==> src/rtl/uart_tx_port.sv <==
// uart_tx_port: FIFO-buffered 8N1 UART transmitter with a memory-mapped status word.
// Define UART_TX_PARITY_EN for 8E1 framing (even parity bit inserted, status[15]=1).
module uart_tx_port #(
    parameter int CLK_FREQ   = 100000000,
    parameter int BAUD       = 115200,
    parameter int FIFO_DEPTH = 16
) (
    input  logic        clk,
    input  logic        reset_n,
    input  logic        wr_en,
    input  logic [15:0] wr_data,
    input  logic        clr_ovf,
    output logic [15:0] status,
    output logic        tx
);
    localparam int CPB = CLK_FREQ / BAUD;
    localparam int BW  = $clog2(CPB);
    localparam int AW  = $clog2(FIFO_DEPTH);
    localparam int CW  = AW + 1;

`ifdef UART_TX_PARITY_EN
    typedef enum logic [2:0] {IDLE, START, DATA, PARITY, STOP} state_t;
    localparam state_t POST_DATA = PARITY;
    localparam logic   PAR_FLAG  = 1'b1;
`else
    typedef enum logic [1:0] {IDLE, START, DATA, STOP} state_t;
    localparam state_t POST_DATA = STOP;
    localparam logic   PAR_FLAG  = 1'b0;
`endif

    state_t        r_state;
    logic [7:0]    r_mem [FIFO_DEPTH];
    logic [AW-1:0] r_wptr, r_rptr;
    logic [CW-1:0] r_count;
    logic          r_full, r_empty, r_ovf, r_tx;
    logic [7:0]    r_shift;
    logic [2:0]    r_bit;
    logic [BW-1:0] r_baud;
    logic          w_push, w_pop, w_tick, w_last;
    logic [CW-1:0] w_count_nxt;
    logic [7:0]    w_head;
    logic          w_unused;

    assign w_tick      = (r_baud == BW'(CPB - 1));
    assign w_push      = wr_en && !r_full;
    assign w_pop       = !r_empty && (r_state == IDLE || (r_state == STOP && w_tick));
    assign w_count_nxt = r_count + CW'(w_push) - CW'(w_pop);
    assign w_head      = r_mem[r_rptr];
    assign w_unused    = ^wr_data[15:8];
    assign status      = {PAR_FLAG, 9'b0, r_ovf, r_full, r_empty, r_state != IDLE, 2'b0};
    assign tx          = r_tx;

    always_ff @(posedge clk) begin
        if (w_push) r_mem[r_wptr] <= wr_data[7:0];
    end

    // An overflowing write beats a simultaneous clear.
    always_ff @(posedge clk or negedge reset_n) begin
        if (!reset_n) begin
            r_wptr  <= '0;
            r_rptr  <= '0;
            r_count <= '0;
            r_full  <= 1'b0;
            r_empty <= 1'b1;
            r_ovf   <= 1'b0;
        end else begin
            r_wptr  <= r_wptr + AW'(w_push);
            r_rptr  <= r_rptr + AW'(w_pop);
            r_count <= w_count_nxt;
            r_full  <= (w_count_nxt == CW'(FIFO_DEPTH));
            r_empty <= (w_count_nxt == '0);
            r_ovf   <= (wr_en && r_full) || (r_ovf && !clr_ovf);
        end
    end

`ifdef UART_TX_PARITY_EN
    logic r_par;
    always_ff @(posedge clk or negedge reset_n) begin
        if (!reset_n) r_par <= 1'b0;
        else if (w_pop) r_par <= ^w_head;
    end
    assign w_last = r_par;
`else
    assign w_last = 1'b1;
`endif

    always_ff @(posedge clk or negedge reset_n) begin
        if (!reset_n) begin
            r_state <= IDLE;
            r_tx    <= 1'b1;
            r_shift <= '0;
            r_bit   <= '0;
            r_baud  <= '0;
        end else begin
            r_baud <= (r_state == IDLE || w_tick) ? '0 : r_baud + BW'(1);
            case (r_state)
                IDLE: if (w_pop) begin
                    r_state <= START;
                    r_tx    <= 1'b0;
                    r_shift <= w_head;
                end
                START: if (w_tick) begin
                    r_state <= DATA;
                    r_bit   <= '0;
                    r_tx    <= r_shift[0];
                end
                DATA: if (w_tick) begin
                    r_shift <= {1'b0, r_shift[7:1]};
                    r_bit   <= r_bit + 3'd1;
                    r_tx    <= (r_bit == 3'd7) ? w_last : r_shift[1];
                    r_state <= (r_bit == 3'd7) ? POST_DATA : DATA;
                end
`ifdef UART_TX_PARITY_EN
                PARITY: if (w_tick) begin
                    r_state <= STOP;
                    r_tx    <= 1'b1;
                end
`endif
                STOP: if (w_tick) begin
                    r_state <= w_pop ? START : IDLE;
                    r_tx    <= !w_pop;
                    if (w_pop) r_shift <= w_head;
                end
                default: r_state <= IDLE;
            endcase
        end
    end
endmodule

==> config.mk <==
export PLATFORM = sky130hd
export DESIGN_NAME = uart_tx_port
export DESIGN_NICKNAME = d
export VERILOG_FILES = /design/src/rtl/uart_tx_port.sv
export SDC_FILE = /design/constraint.sdc
export NUM_CORES = 1
export LEC_CHECK = 0
export CORE_MARGIN = 8
export CORE_UTILIZATION = 25
export CTS_CLUSTER_DIAMETER = 40
export DETAILED_ROUTE_END_ITERATION = 8
export MAX_ROUTING_LAYER = met4
export SYNTH_ARGS = -nofsm -noshare
export SYNTH_HDL_FRONTEND = slang
export SYNTH_SLANG_ARGS = --single-unit
==> constraint.sdc <==
create_clock -name clk -period 4.3 [get_ports clk]
set_input_delay 1.29 -clock clk [delete_from_list [all_inputs] [get_ports clk]]
set_output_delay 1.29 -clock clk [all_outputs]
set_load 0.05 [all_outputs]
Fig. 1: run 1, nets reached from selected ports
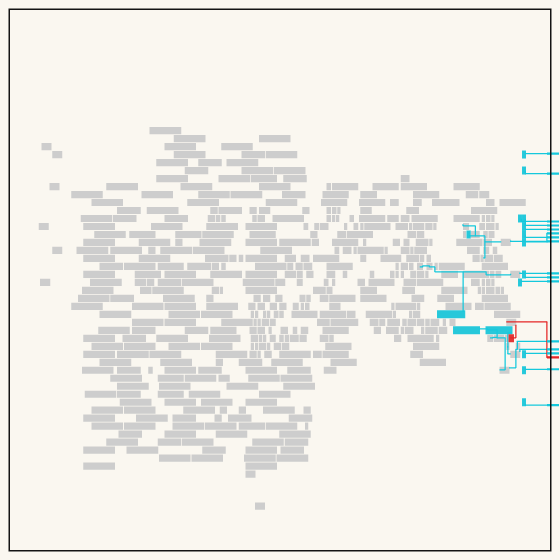
colour	port	bits	direction	end cells	buffers	wire
cyan	status	16	output	16	4	276 um
red	clr_ovf	1	input	1	1	32.8 um
# IOs: 37
port bufs: 16

Fig. 2: run 1, M3 wires
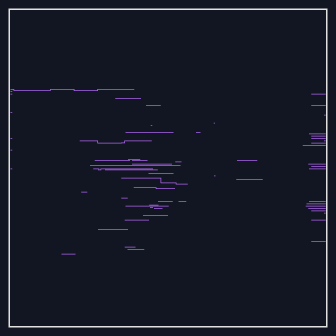
main direction	horizontal
share of all routed wire	5.4%
met3 track demand over resource: 0.0231
routed wire length: 13900 um

Fig. 3: run 1, cell outlines without signal wires
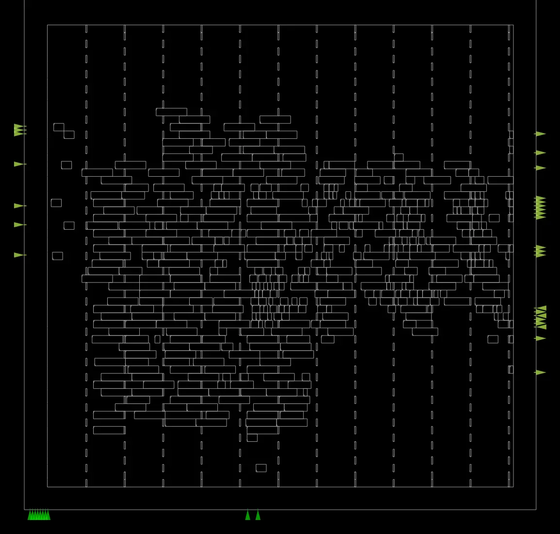
Tapcells: 378
floorplan row count: 61
final core occ: 0.298
Placeable Area: 27800 um^2

[run 1: layer usage]
metal  global-route usage  vias up  wire, um  share of wire
li1                     -     1684         -              -
met1                0.110     1906      6250           0.45
met2                0.139       98      6760           0.49
met3               0.0231       12       745          0.054
met4               0.0271        0       158          0.011
met5                    -        -         0              0
[run 1: where the power goes]
group	switching [mW]	internal [mW]	total [mW]
logic	0.890	0.754	1.64
clock network	0.716	0.838	1.55
registers	0.279	2.03	2.31
[run 1: state kept, by name (all words and copies together) (netlist names)]
signal and count:
r_wptr 4, r_mem 128, r_shift 8, tx 1
r_state 2, r_empty 1, r_baud 10, r_count 5
r_full 1, r_rptr 4, r_ovf 1, r_bit 3
[run 1: per-stage QoR]
step,utilization,cells,total power [mW]
2_1_floorplan,-,441,3.52
3_3_place_gp,0.276,821,3.93
3_5_place_dp,0.276,821,4.00
4_1_cts,0.298,853,5.56
5_1_grt,0.298,853,5.83
6_report,0.298,853,5.50
[run 1: cell usage after synthesis, types with 2 or more instances]
master	instances
edfxtp_1	128
dfrtp_1	38
nor2_1	33
mux4_2	30
a21oi_1	19
a22oi_1	16
ha_1	16
buf_4	15
clkbuf_1	12
inv_1	12
nand2_1	10
nand3_1	9
xnor2_1	9
xor2_1	9
nor2b_1	8
nor3_1	6
a22o_1	5
and3_1	5
buf_2	5
mux2_2	4
a21oi_2	3
nand2b_1	3
nand3b_1	3
o21ai_0	3
a21o_1	2
and2_1	2
dfstp_2	2
nor3b_1	2
or4_1	2
[run 1: worst reg2reg max path, cell delays in order (launching register included)]
cell and delay, ps:
dfrtp_1 390, ha_1 270, or3b_1 400, nor4_2 340
a21oi_1 330, xnor2_1 250, ha_1 190, inv_1 50
fa_1 470, inv_1 50, or4_1 540, nor2b_1 120
==> results.json, run 1 <==
{
  "outcome": "completed",
  "grt_pass1_wl_um": 21900,
  "cp_cell_sequence": "ha_1 > or3b_1 > nor4_2 > a21oi_1 > xnor2_1 > ha_1 > inv_1 > fa_1 > inv_1 > or4_1 > nor2b_1",
  "die_height_um": 184,
  "rr_endpoint": "r_full$_DFF_PN0_",
  "grt_overflow": 0,
  "area_leaders": "edfxtp_1, dfrtp_1, mux4_2",
  "setup_violations": 0,
  "clk_share": 0.0743,
  "dr.pass1.iters": 5,
  "cpLargestDelayFamily": "simple AND/OR/NAND/NOR gates",
  "vias": 3700,
  "synth-simple-area-share": 0.0630,
  "finalHoldViolations": 0,
  "layout-drive-gt1-share": 0.202,
  "area_delta_synth_final_pct": 17.5,
  "crit_end": "r_full$_DFF_PN0_",
  "synth_compound_gate_area_share": 0.0572,
  "fp_util": 0.254,
  "grt_use_total": 0.0885,
  "chipArea_um2": 33800,
  "top_area_frac": 0.546,
  "maxSlewViolCount": 0,
  "lay_top_cells": "edfxtp_1, dfrtp_1, nor2_1",
  "synthCells": 430,
  "cellPowerDensity_nw_per_um2": 665,
  "post_cts.repair.setup_buffers": 0,
  "worst-path-buf-inv": 2,
  "dp_slack_ps": 587,
  "grt_max_degree": 41,
  "worst-r2r-cell-count": 11,
  "cts_sinks": 168,
  "synth_area_per_cell_um2": 16.4,
  "edf_count": 128,
  "hold_slack_ps": 490,
  "seq_area_frac": 0.586,
  "numSynthFlops": 168,
  "muxShareOfSynthArea": 0.104,
  "slowest_stage": "or4_1",
  "numCtsBuffers": 17,
  "antenna_found_initial": 0,
  "drtAntennaViolNets": 0,
  "worst-setup-path-type": "register to register",
  "synth.logic.top_family": "multiplexers",
  "hpwl_um": 9060,
  "max-vdd-ir-drop_mv": 0.368,
  "signal_buffers": 35,
  "regArea_um2": 4850,
  "startpoint": "r_baud[0]$_DFF_PN0_",
  "globalplace.congestion": 0.739,
  "clock_latency_ps": 430,
  "hold_class": "register to register",
  "cp.required_ps": 4660,
  "nClkBuffers": 17,
  "cp.arrival_ps": 3830,
  "xor_area_frac": 0.0224,
  "grt_pass1_vias": 3841,
  "dpl_cell_area_um2": 7660,
  "ys_types": 48,
  "cts_resized": 0,
  "final_common_cell": "edfxtp_1",
  "clock_path_buffers": 2,
  "rrSetupSlack_ps": 830,
  "ff_type": "edfxtp_1",
  "num-multi-input-gates": 228,
  "async_flop_share": 0.238,
  "setup_slack_ps": 826,
  "first_iter_violations": 306,
  "syn-cell-area_um2": 7050,
  "finClkSkew_ps": 9.27,
  "fa_ha_area_frac": 0.0313,
  "slew_headroom": 0.182,
  "cts_tree": "yes",
  "cts.hold.buffers_added": 0,
  "ys_warn_count": 0,
  "yosysCellCount": 430,
  "critPathLaunchType": "register",
  "ys_area_um2": 7050,
  "largest_class": "registers",
  "setup-tns-final_ps": 0,
  "reg2reg_from": "r_baud[0]$_DFF_PN0_",
  "holdPathStages": 1,
  "cp_num_cells": 11,
  "end_kind": "register",
  "period_needed_ps": 3470,
  "sh_comb_area": 0.242,
  "p_leak_nw": 2.89,
  "nonClkBufAreaFrac": 0.0360,
  "cts-root-buf": "clkbuf_16",
  "fillers": 2752,
  "tool_warnings": 39,
  "dieWidth_um": 184
}
==> run 2: changes to the inputs <==
==> constraint.sdc (replaced) <==
create_clock -name clk -period 3.3 [get_ports clk]
set_input_delay 0.99 -clock clk [delete_from_list [all_inputs] [get_ports clk]]
set_output_delay 0.99 -clock clk [all_outputs]
set_load 0.05 [all_outputs]
==> run 2 against run 1 <==
Via count increased by 0.38%. Clock-buffer cell count is 1 higher. Sequential power up 29%. Total power rose by 29%. Hold slack lost 4.9 ps. Sequential share of layout area fell by 0.20 points. Register-to-register slack lost 610 ps. Clock power increased by 23%. Synthesized cell count is the same. Global-route usage hardly changed. Setup slack worse by 660 ps.
==> results.json, run 2 <==
{
  "clkPwrFrac": 0.269,
  "synthCells": 430,
  "taps": 378,
  "numSynthFlops": 168,
  "finClkSkew_ps": 11.5,
  "swShare": 0.344,
  "synth_area_per_cell_um2": 16.4,
  "chipArea_um2": 33800,
  "cp.arrival_ps": 2150,
  "cts_resized": 0,
  "fillers": 2740,
  "grt_use_total": 0.0885,
  "yosys-top-cells-count": "edfxtp_1, dfrtp_1, nor2_1, mux4_2, a21oi_1",
  "final_common_cell": "edfxtp_1",
  "dr.pass1.iters": 4,
  "top_regs": "r_mem: 128 flops, r_baud: 10 flops, r_shift: 8 flops",
  "yosysCellCount": 430,
  "end_kind": "output pin",
  "drtAntennaViolNets": 0,
  "setup_violations": 0,
  "grt_pass1_wl_um": 22100,
  "most_common_cell": "edfxtp_1",
  "worst-setup-path-type": "register to output pin",
  "p_leak_nw": 2.91,
  "fin_total_pwr_mw": 7.12,
  "grt_max_degree": 41,
  "hold_slack_ps": 485,
  "hpwl_um": 9060,
  "cts_tree": "yes",
  "critPathLaunchType": "register",
  "nClkBuffers": 18,
  "cpLargestDelayFamily": "buffers and inverters",
  "edf_count": 128,
  "combPwrFrac": 0.312,
  "seq_power_share": 0.420,
  "cts-root-buf": "clkbuf_16",
  "ys_warn_count": 0,
  "area_leaders": "edfxtp_1, dfrtp_1, mux4_2",
  "nonClkBufAreaFrac": 0.0413,
  "tool_warnings": 39,
  "outcome": "completed",
  "coreArea_um2": 27800,
  "globalplace.congestion": 0.758,
  "antenna_found_initial": 0,
  "cts_sinks": 168,
  "cp_cell_sequence": "inv_1 > ha_1 > inv_1 > clkdlybuf4s50_1",
  "clk_share": 0.0703,
  "ff_type": "edfxtp_1",
  "max-vdd-ir-drop_mv": 0.424,
  "clock_latency_ps": 430,
  "largest_reg_flops": 128,
  "hold_class": "register to register",
  "numCtsBuffers": 17,
  "signal_buffers": 41,
  "lay_top_cells": "edfxtp_1, dfrtp_1, nor2_1",
  "top_register": "r_mem",
  "slew_headroom": 0.373,
  "p_sw_mw": 2.45,
  "area_delta_synth_final_pct": 17.9,
  "worst-path-buf-inv": 3,
  "grt_pass1_vias": 3953,
  "top_area_frac": 0.546,
  "ys_types": 48,
  "num_io_pins": 37,
  "layout-drive-gt1-share": 0.214,
  "ys_area_um2": 7050,
  "die_height_um": 184,
  "num-multi-input-gates": 228,
  "rrSetupSlack_ps": 220,
  "cellPowerDensity_nw_per_um2": 857,
  "dieWidth_um": 184,
  "drt-total-wl_um": 13700,
  "syn-cell-area_um2": 7050,
  "cp.required_ps": 2310
}
## run 2: cell counts after synthesis
No cell type changed its count.
## run 2: routing by layer
metal	vias up	part of all wire	GRT usage
met1	1935	0.44	0.107
met5	-	0	-
met3	9	0.051	0.0285
met4	0	0.0069	0.0194
met2	74	0.50	0.144
li1	1696	-	-
## run 2: logic make-up after synthesis
logic type      count (synthesis)  synth area share
compound gates                 58            0.0572
xor+xnor                       18            0.0224
fa+ha+maj                      17            0.0313
buf+inv                        45            0.0339
flops                         168             0.688
mux                            35             0.104
other cells                     1          0.000532
simple gates                   88            0.0630
## run 2: path summary, 6_finish.rpt
| path | startpoint | to | cells past startpoint |
|---|---|---|---|
| min | tx$_DFFE_PN1P_ | tx$_DFFE_PN1P_ | 2 |
| max | r_state[0]$_DFFE_PN0P_ | status[2] | 4 |
| max reg2reg | r_baud[0]$_DFF_PN0_ | r_full$_DFF_PN0_ | 11 |
| min in group asynchronous | reset_n | r_ovf$_DFF_PN0_ | 1 |
| max in group asynchronous | reset_n | r_rptr[0]$_DFF_PN0_ | 1 |
| min reg2reg | tx$_DFFE_PN1P_ | tx$_DFFE_PN1P_ | 2 |
## run 2: power groups by stage
stage               Clock (mW)  Sequential (mW)  Combinational [mW]
floorplan                    0             2.83                1.77
global placement             0             3.03                2.15
detailed placement           0             3.04                2.22
CTS                       1.96             3.00                2.24
global route              2.05             3.06                2.44
finish                    1.91             2.99                2.22
## run 2: stage by stage
step | worst slack (ps) | instances | TNS (ps) | utilization | area, um^2
after floorplan | 253 | 441 | 0 | - | 7090
after global placement | -121 | 827 | -226 | 0.278 | 7710
after detailed placement | -135 | 827 | -247 | 0.278 | 7710
after CTS | 85.3 | 859 | 0 | 0.299 | 8290
after global routing | 22.9 | 859 | 0 | 0.299 | 8310
final | 164 | 859 | 0 | 0.299 | 8310
Fig. 4: run 2, sequential cells grouped by signal name
Other sequential cells in the stronger grey, the rest of the logic in the fainter grey.
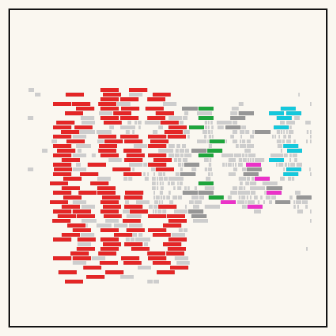
colour	netlist name	placed flops
cyan	r_baud	10
green	r_shift	8
magenta	r_count	5
red	r_mem	128
not coloured	17
seq pwr: 2.99 mW
Sequential cell area: 4850 um^2

Fig. 5: run 2, nets reached from selected ports
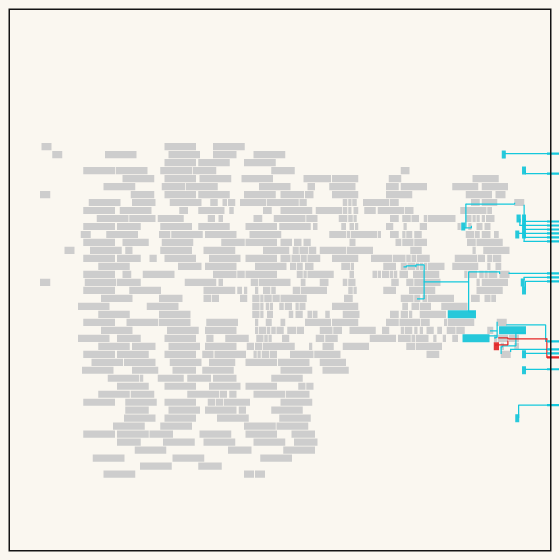

==> run 3: changes to the inputs <==
--- a/config.mk
+++ b/config.mk
@@ -5,6 +5,7 @@
 export SDC_FILE = /design/constraint.sdc
 export NUM_CORES = 1
 export LEC_CHECK = 0
+export CAP_MARGIN = 40
 export CORE_MARGIN = 8
 export CORE_UTILIZATION = 25
 export CTS_CLUSTER_DIAMETER = 40
==> run 3 against run 2 <==
Register-to-register slack lost 50 ps. Maximum frequency about the same. Synthesized cell count stayed put.
==> results.json, run 3 <==
{
  "outcome": "completed",
  "hpwl_um": 9110,
  "fin_total_pwr_mw": 7.28,
  "dp_slack_ps": -150,
  "top_regs": "r_mem: 128 flops, r_baud: 10 flops, r_shift: 8 flops",
  "ys_warn_count": 0,
  "yosysCellCount": 430,
  "layout-drive-gt1-share": 0.217,
  "grt_pass1_wl_um": 22300,
  "cp.arrival_ps": 2150,
  "cts.hold.buffers_added": 0,
  "numSynthFlops": 168,
  "xor_area_frac": 0.0224,
  "numCtsBuffers": 17,
  "ff_type": "edfxtp_1",
  "cellPowerDensity_nw_per_um2": 869,
  "yosys-top-cells-count": "edfxtp_1, dfrtp_1, nor2_1, mux4_2, a21oi_1",
  "holdPathStages": 2,
  "grt_pass1_vias": 3989,
  "hold_class": "register to register",
  "lay_top_cells": "edfxtp_1, dfrtp_1, nor2_1",
  "p_sw_mw": 2.50,
  "synth_area_per_cell_um2": 16.4,
  "synth-simple-area-share": 0.0630,
  "startpoint": "r_state[0]$_DFFE_PN0P_",
  "swShare": 0.343,
  "area_leaders": "edfxtp_1, dfrtp_1, mux4_2",
  "grt_use_total": 0.0897,
  "crit_end": "status[2]",
  "synthCells": 430,
  "globalplace.congestion": 0.758,
  "slew_headroom": 0.477,
  "ys_types": 48,
  "combPwrFrac": 0.316,
  "max-vdd-ir-drop_mv": 0.396,
  "final_common_cell": "edfxtp_1",
  "rr_endpoint": "r_full$_DFF_PN0_",
  "grt_use_met1": 0.109,
  "clkPwrFrac": 0.277,
  "hold_end": "tx$_DFFE_PN1P_",
  "worst-setup-path-type": "register to output pin",
  "critPathLaunchType": "register",
  "seq_power_share": 0.407,
  "antenna_found_initial": 0,
  "critPathMaxFanout": 4,
  "syn-cell-area_um2": 7050,
  "top_register": "r_mem",
  "top_area_frac": 0.546,
  "drtAntennaViolNets": 0,
  "gr-usage-met3": 0.0249,
  "fmax_ghz": 0.319,
  "end_kind": "output pin",
  "tool_warnings": 39,
  "die_height_um": 184,
  "largest_reg_flops": 128,
  "worst-r2r-cell-count": 11,
  "cts_tree": "yes",
  "cp_cell_sequence": "inv_1 > ha_1 > inv_1 > clkdlybuf4s50_1",
  "rrSetupSlack_ps": 170,
  "hp-start": "tx$_DFFE_PN1P_",
  "dieWidth_um": 184,
  "clock_latency_ps": 420,
  "area_delta_synth_final_pct": 19.0,
  "p_leak_nw": 2.95,
  "most_common_cell": "edfxtp_1",
  "edf_count": 128,
  "busiest_layer": "met2",
  "finClkSkew_ps": 9.84,
  "drt-total-wl_um": 14000,
  "grt_use_met2": 0.145,
  "cts-root-buf": "clkbuf_16",
  "num_io_pins": 37,
  "ys_area_um2": 7050,
  "cp.required_ps": 2310,
  "maxSlewViolCount": 0,
  "chipArea_um2": 33800,
  "grt_max_degree": 41
}
[run 3: metrics by stage]
step	hold WS (ps)	utilization	std cells	cell area (um^2)	setup TNS, ps
2_1_floorplan	447	-	441	7090	0
3_3_place_gp	467	0.278	827	7710	-226
3_5_place_dp	476	0.279	828	7740	-281
4_1_cts	486	0.300	860	8340	0
5_1_grt	521	0.302	861	8380	0
6_report	480	0.302	861	8380	0
[run 3: power groups by stage]
| stage | clock network (mW) | registers, mW | logic [mW] |
|---|---|---|---|
| 2_1_floorplan | 0 | 2.83 | 1.77 |
| 3_3_place_gp | 0 | 3.03 | 2.15 |
| 3_5_place_dp | 0 | 3.01 | 2.30 |
| 4_1_cts | 2.07 | 2.97 | 2.31 |
| 5_1_grt | 2.16 | 3.02 | 2.52 |
| 6_report | 2.02 | 2.96 | 2.30 |
[run 3: cell type report]
cell class                      instances  area [um^2]
Multi-Input combinational cell        228         2020
Tap cell                              378          473
Timing Repair Buffer                   43          398
Clock inverter                         14          173
Clock buffer                           18          429
Inverter                               12         45.0
Fill cell                            2729        19400
Sequential cell                       168         4850
[run 3: per-layer routing]
layer | routed length, um | part of all wire
met2 | 6990 | 0.50
met5 | 0 | 0
met1 | 6110 | 0.44
met3 | 771 | 0.055
met4 | 95 | 0.0068
[run 3: kinds of logic after synthesis]
logic type / count (synthesis)
compound gates: 58
other cells: 1
flops: 168
mux: 35
xor+xnor: 18
simple gates: 88
fa+ha+maj: 17
buf+inv: 45
[run 3: critical path: cells and delay by family (launching register included)]
| family | cells | cell delay, ps |
|---|---|---|
| flops | 1 | 420 |
| buf+inv | 3 | 1050 |
| fa+ha+maj | 1 | 260 |
Fig. 6: run 3, nets reached from selected ports
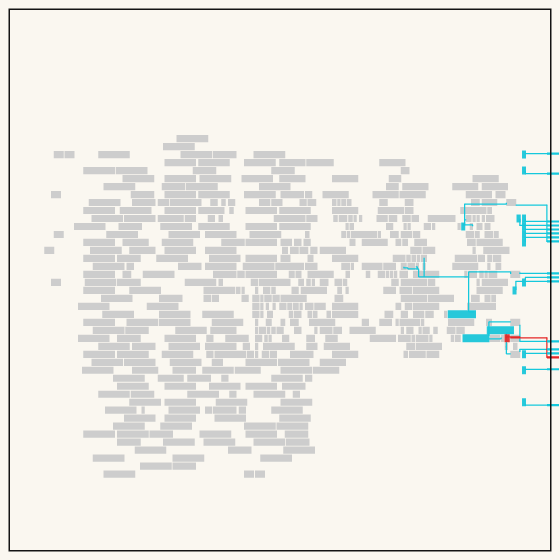

Fig. 7: run 3, sequential cells grouped by signal name
Other sequential cells in the stronger grey, the rest of the logic in the fainter grey.
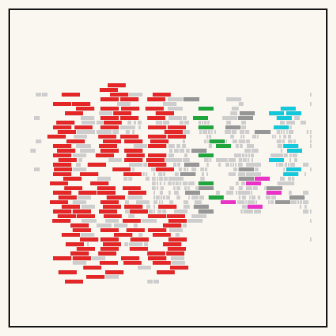
colour	netlist name	placed flops
green	r_shift	8
magenta	r_count	5
cyan	r_baud	10
red	r_mem	128
not coloured	17
seq pwr: 2.96 mW
final core occ: 0.302

No activity file was given, so power comes from the tool's default toggle rates.
